`config.mk`:
```
export PLATFORM = sky130hd
export DESIGN_NAME = spi_frame_scheduler
export DESIGN_NICKNAME = d
export VERILOG_FILES = /design/src/rtl/spi_pkg.sv /design/src/rtl/sync_2ff.sv /design/src/rtl/spi_frame_scheduler.sv
export SDC_FILE = /design/constraint.sdc
export NUM_CORES = 1
export LEC_CHECK = 0
export CAP_MARGIN = 15
export CORE_UTILIZATION = 50
export CTS_CLUSTER_SIZE = 8
export DETAILED_ROUTE_END_ITERATION = 10
export GPL_TIMING_DRIVEN = 0
export PLACE_DENSITY_LB_ADDON = 0.12
export SETUP_SLACK_MARGIN = 0.5
export SYNTH_ARGS = -nofsm -noshare
export SYNTH_HDL_FRONTEND = slang
export SYNTH_HIERARCHICAL = 1
export SYNTH_SLANG_ARGS = --single-unit
export TNS_END_PERCENT = 1
```
`constraint.sdc`:
```
create_clock -name clk -period 2.3 [get_ports clk]
set_input_delay 0.46 -clock clk [delete_from_list [all_inputs] [get_ports clk]]
set_output_delay 0.46 -clock clk [all_outputs]
set_load 0.02 [all_outputs]
```
`src/rtl/spi_pkg.sv`:
```
// Shared types and constants for the SPI frame scheduler.
// Holds the FSM state enum, packet constants and flag-byte layout.
package spi_pkg;

    typedef enum logic [2:0] {
        IDLE,
        COLLECT,
        PUBLISH,
        READY,
        LOCKED
    } state_t;

    localparam logic [7:0] HEADER_BYTE  = 8'hAA;
    localparam int         PACKET_SIZE  = 16;

    localparam int FLAG_QUAT    = 0;
    localparam int FLAG_GYRO    = 1;
    localparam int FLAG_OVR     = 2;
    localparam int FLAG_SEQ_LSB = 3;

    function automatic logic [7:0] pack_flags(
        input logic [4:0] seq,
        input logic       ovr,
        input logic       gyro,
        input logic       quat
    );
        logic [7:0] f;
        f                 = '0;
        f[FLAG_QUAT]      = quat;
        f[FLAG_GYRO]      = gyro;
        f[FLAG_OVR]       = ovr;
        f[7:FLAG_SEQ_LSB] = seq;
        return f;
    endfunction

endpackage

```
`src/rtl/sync_2ff.sv`:
```
// Generic single-bit two-flop synchronizer, reset value set by RST_VAL.
// Ports: clk, rst_n (sync, active-low), d (async in), q (synchronized out).
module sync_2ff #(
    parameter logic RST_VAL = 1'b0
) (
    input  logic clk,
    input  logic rst_n,
    input  logic d,
    output logic q
);

    logic meta;

    always_ff @(posedge clk) begin
        if (!rst_n) begin
            meta <= RST_VAL;
            q    <= RST_VAL;
        end else begin
            meta <= d;
            q    <= meta;
        end
    end

endmodule

```
`src/rtl/spi_frame_scheduler.sv`:
```
// Sequences quat/gyro updates into a frozen frame for the SPI slave.
// Ports: clk, rst_n, cs_n, quat_valid/quat_*, gyro_valid/gyro_*,
// frame_* (published frame), frame_flags, drdy, overrun_cnt, stale.
module spi_frame_scheduler
    import spi_pkg::*;
#(
    parameter int COLLECT_WINDOW = 48_000,
    parameter int STALE_CYCLES   = 4_800_000
) (
    input  logic        clk,
    input  logic        rst_n,
    input  logic        cs_n,
    input  logic        quat_valid,
    input  logic [15:0] quat_w,
    input  logic [15:0] quat_x,
    input  logic [15:0] quat_y,
    input  logic [15:0] quat_z,
    input  logic        gyro_valid,
    input  logic [15:0] gyro_x,
    input  logic [15:0] gyro_y,
    input  logic [15:0] gyro_z,
    output logic [15:0] frame_quat_w,
    output logic [15:0] frame_quat_x,
    output logic [15:0] frame_quat_y,
    output logic [15:0] frame_quat_z,
    output logic [15:0] frame_gyro_x,
    output logic [15:0] frame_gyro_y,
    output logic [15:0] frame_gyro_z,
    output logic [7:0]  frame_flags,
    output logic        drdy,
    output logic [7:0]  overrun_cnt,
    output logic        stale
);

    localparam int CW = $clog2(COLLECT_WINDOW + 1);
    localparam int SW = $clog2(STALE_CYCLES + 1);
    localparam logic [CW-1:0] WIN_LAST  = CW'(COLLECT_WINDOW - 1);
    localparam logic [SW-1:0] STALE_MAX = SW'(STALE_CYCLES);

    state_t      state;
    logic        cs_s;
    logic        cs_prev;
    logic        cs_fall;
    logic        cs_rise;
    logic [15:0] sh_qw, sh_qx, sh_qy, sh_qz;
    logic [15:0] sh_gx, sh_gy, sh_gz;
    logic        q_new;
    logic        g_new;
    logic        ovr_pend;
    logic [4:0]  seq;
    logic [CW-1:0] win_cnt;
    logic [SW-1:0] stale_cnt;
    logic        qn;
    logic        gn;
    logic        pending;
    logic        win_done;
    logic        pub_cond;

    sync_2ff #(
        .RST_VAL(1'b1)
    ) u_cs_sync (
        .clk  (clk),
        .rst_n(rst_n),
        .d    (cs_n),
        .q    (cs_s)
    );

    assign cs_fall  = cs_prev & ~cs_s;
    assign cs_rise  = ~cs_prev & cs_s;

    // Include this cycle's pulses so a completing update publishes
    // on the very next cycle.
    assign qn       = q_new | quat_valid;
    assign gn       = g_new | gyro_valid;
    assign pending  = q_new | g_new;
    assign win_done = (win_cnt == WIN_LAST);
    assign pub_cond = (qn & gn) | (pending & win_done);

    always_ff @(posedge clk) begin
        if (!rst_n) begin
            state        <= IDLE;
            cs_prev      <= 1'b1;
            sh_qw        <= '0;
            sh_qx        <= '0;
            sh_qy        <= '0;
            sh_qz        <= '0;
            sh_gx        <= '0;
            sh_gy        <= '0;
            sh_gz        <= '0;
            q_new        <= 1'b0;
            g_new        <= 1'b0;
            ovr_pend     <= 1'b0;
            seq          <= '0;
            win_cnt      <= '0;
            stale_cnt    <= '0;
            frame_quat_w <= '0;
            frame_quat_x <= '0;
            frame_quat_y <= '0;
            frame_quat_z <= '0;
            frame_gyro_x <= '0;
            frame_gyro_y <= '0;
            frame_gyro_z <= '0;
            frame_flags  <= '0;
            drdy         <= 1'b0;
            overrun_cnt  <= '0;
            stale        <= 1'b0;
        end else begin
            cs_prev <= cs_s;

            if (quat_valid) begin
                sh_qw <= quat_w;
                sh_qx <= quat_x;
                sh_qy <= quat_y;
                sh_qz <= quat_z;
                q_new <= 1'b1;
            end
            if (gyro_valid) begin
                sh_gx <= gyro_x;
                sh_gy <= gyro_y;
                sh_gz <= gyro_z;
                g_new <= 1'b1;
            end

            if (quat_valid | gyro_valid) begin
                stale_cnt <= '0;
                stale     <= 1'b0;
            end else begin
                if (stale_cnt != STALE_MAX)
                    stale_cnt <= stale_cnt + 1'b1;
                if (stale_cnt >= STALE_MAX - 1'b1)
                    stale <= 1'b1;
            end

            // Window saturates at its terminal value so a held-off
            // publish fires as soon as CS goes high.
            if ((state == COLLECT || state == READY || state == LOCKED)
                && pending && !win_done)
                win_cnt <= win_cnt + 1'b1;

            unique case (state)
                IDLE: begin
                    drdy <= 1'b0;
                    if (qn & gn & cs_s)
                        state <= PUBLISH;
                    else if (qn | gn)
                        state <= COLLECT;
                end
                COLLECT: begin
                    if (pub_cond && cs_s)
                        state <= PUBLISH;
                end
                PUBLISH: begin
                    frame_quat_w <= sh_qw;
                    frame_quat_x <= sh_qx;
                    frame_quat_y <= sh_qy;
                    frame_quat_z <= sh_qz;
                    frame_gyro_x <= sh_gx;
                    frame_gyro_y <= sh_gy;
                    frame_gyro_z <= sh_gz;
                    frame_flags  <= pack_flags(seq + 5'd1, ovr_pend,
                                               g_new, q_new);
                    seq          <= seq + 5'd1;
                    // A pulse landing now belongs to the next frame.
                    q_new        <= quat_valid;
                    g_new        <= gyro_valid;
                    ovr_pend     <= 1'b0;
                    win_cnt      <= '0;
                    drdy         <= ~cs_fall;
                    state        <= cs_fall ? LOCKED : READY;
                end
                READY: begin
                    if (cs_fall) begin
                        drdy  <= 1'b0;
                        state <= LOCKED;
                    end else if (cs_s && pub_cond) begin
                        if (overrun_cnt != 8'hFF)
                            overrun_cnt <= overrun_cnt + 8'd1;
                        ovr_pend <= 1'b1;
                        state    <= PUBLISH;
                    end
                end
                LOCKED: begin
                    if (cs_rise)
                        state <= (qn | gn) ? COLLECT : IDLE;
                end
                default: state <= IDLE;
            endcase
        end
    end

endmodule

```
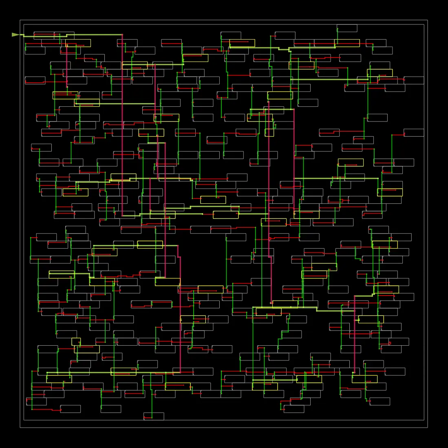
(clock routing)
sinks on the clock net: 290
latest clock arrival within the worst-skew pair: 0.51 ns
sequential cell count: 290

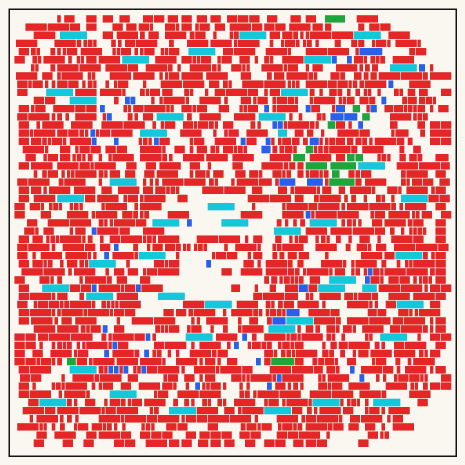
(drive-strength map)
(3 px per um)
- red: x1 and smaller (cells 1,381; share 92%)
- cyan: x6 and larger (cells 45; share 3.0%)
- blue: x2 (cells 59; share 3.9%)
- green: x3 and x4 (cells 14; share 0.93%)

==> design notes <==
The flow ran to the end, and the final reports show no timing, DRC or antenna violations. Per the post-synthesis report, the nets total 1,328. Critical path launch point type: a flop. Switching share of power: 23.9%.

In the synthesized netlist, mux cells make up 10.9% of the area. The run gives 0 for the count of unresolved DRC violations after routing. The hold buffer count at cts was 0. For the sequential cell power, the log shows 5.37 mW. Per the timing report, the achievable frequency comes out to 0.496 GHz.

Counting every instance in the synthesized netlist gives 1,206. The number of buffers created by CTS is 42. The startpoint of the tightest hold check path was u_cs_sync/meta$_SDFF_PN1_. The tree is rooted in a clkbuf_16.

The share of the Yosys chip area taken by registers is 54.1%. The smallest clock period supported by the final layout is computed as 2.02 ns. At the pin with the least slew margin, the transition time is 0.913 ns.

In this run, the number of DRC markers left after iteration 0 of detailed routing was 506. The run gives 0.37 ns as the setup slack of the most critical reg-to-reg path. Buffers plus inverters on the worst setup path: 1. Highest routed metal layer: met4. The count of final max-slew check failures was 0; the depth of the worst register-to-register path was 7.

The clock group total power was 5.28 mW; the met1 track demand over resource was 30.8%. Once synthesis finished, the tally of register bits stood at 290. The post-synthesis adder-cell area fraction was 0.583%. In this run the maximum-capacitance check reported violations numbering 0.

After layout, the worst setup slack is 0.285 ns. The warning tally printed by Yosys for this design is 6. Routability-driven placement finished with a final weighted congestion of 0.812. Post-synthesis cell type with the largest combined area: dfxtp_1.

The number of cell instances after yosys synthesis was 1,206. The tools report the reg-to-reg critical path startpoint as win_cnt[0]$_SDFFE_PP0P_. Worst setup path startpoint: frame_flags[3]$_SDFFE_PN0P_. For this block, the via count after detailed routing is 9,292. Row generation in the floorplan step produced 53 rows. Class of the worst hold path: flop to flop.

Per the cell usage report, the commonest logic cells after layout are 289 x dfxtp_1, 252 x nand2_1, 242 x clkdlybuf4s50_1. Initial standard-cell utilization of the core: 51.0%. Relative to the synthesized area, the layout overhead comes to 37.9%.

Recorded from the global router log, the overflow total was 0. The tools report the final clock skew as 0.00816 ns. Setup repair after global routing could not meet its margin everywhere.

For the die area, the log shows 22,100 um^2. The number of instances resized during post-cts repair came out at 41. Counting instances in the post-synthesis netlist gives the leading cell types as 290 x dfxtp_1, 252 x nand2_1, 164 x nor2_1, 133 x a21oi_1, 117 x mux2i_1.
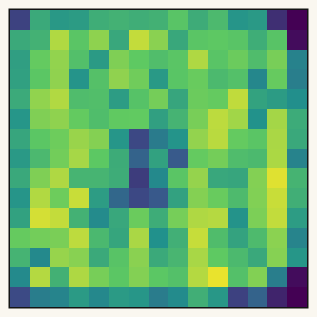
(cell area per tile)
(2 px per um) The die is cut into 15 by 15 equal tiles; dark purple is low, yellow is high, 0 to 100% covered.
- fullest tile: 97%
- mean over tiles: 66%
- tiles over 75% full: 36%
- nearly empty tiles: 0.90%

Power figures rest on the tool's default switching activity, not on a simulated workload.
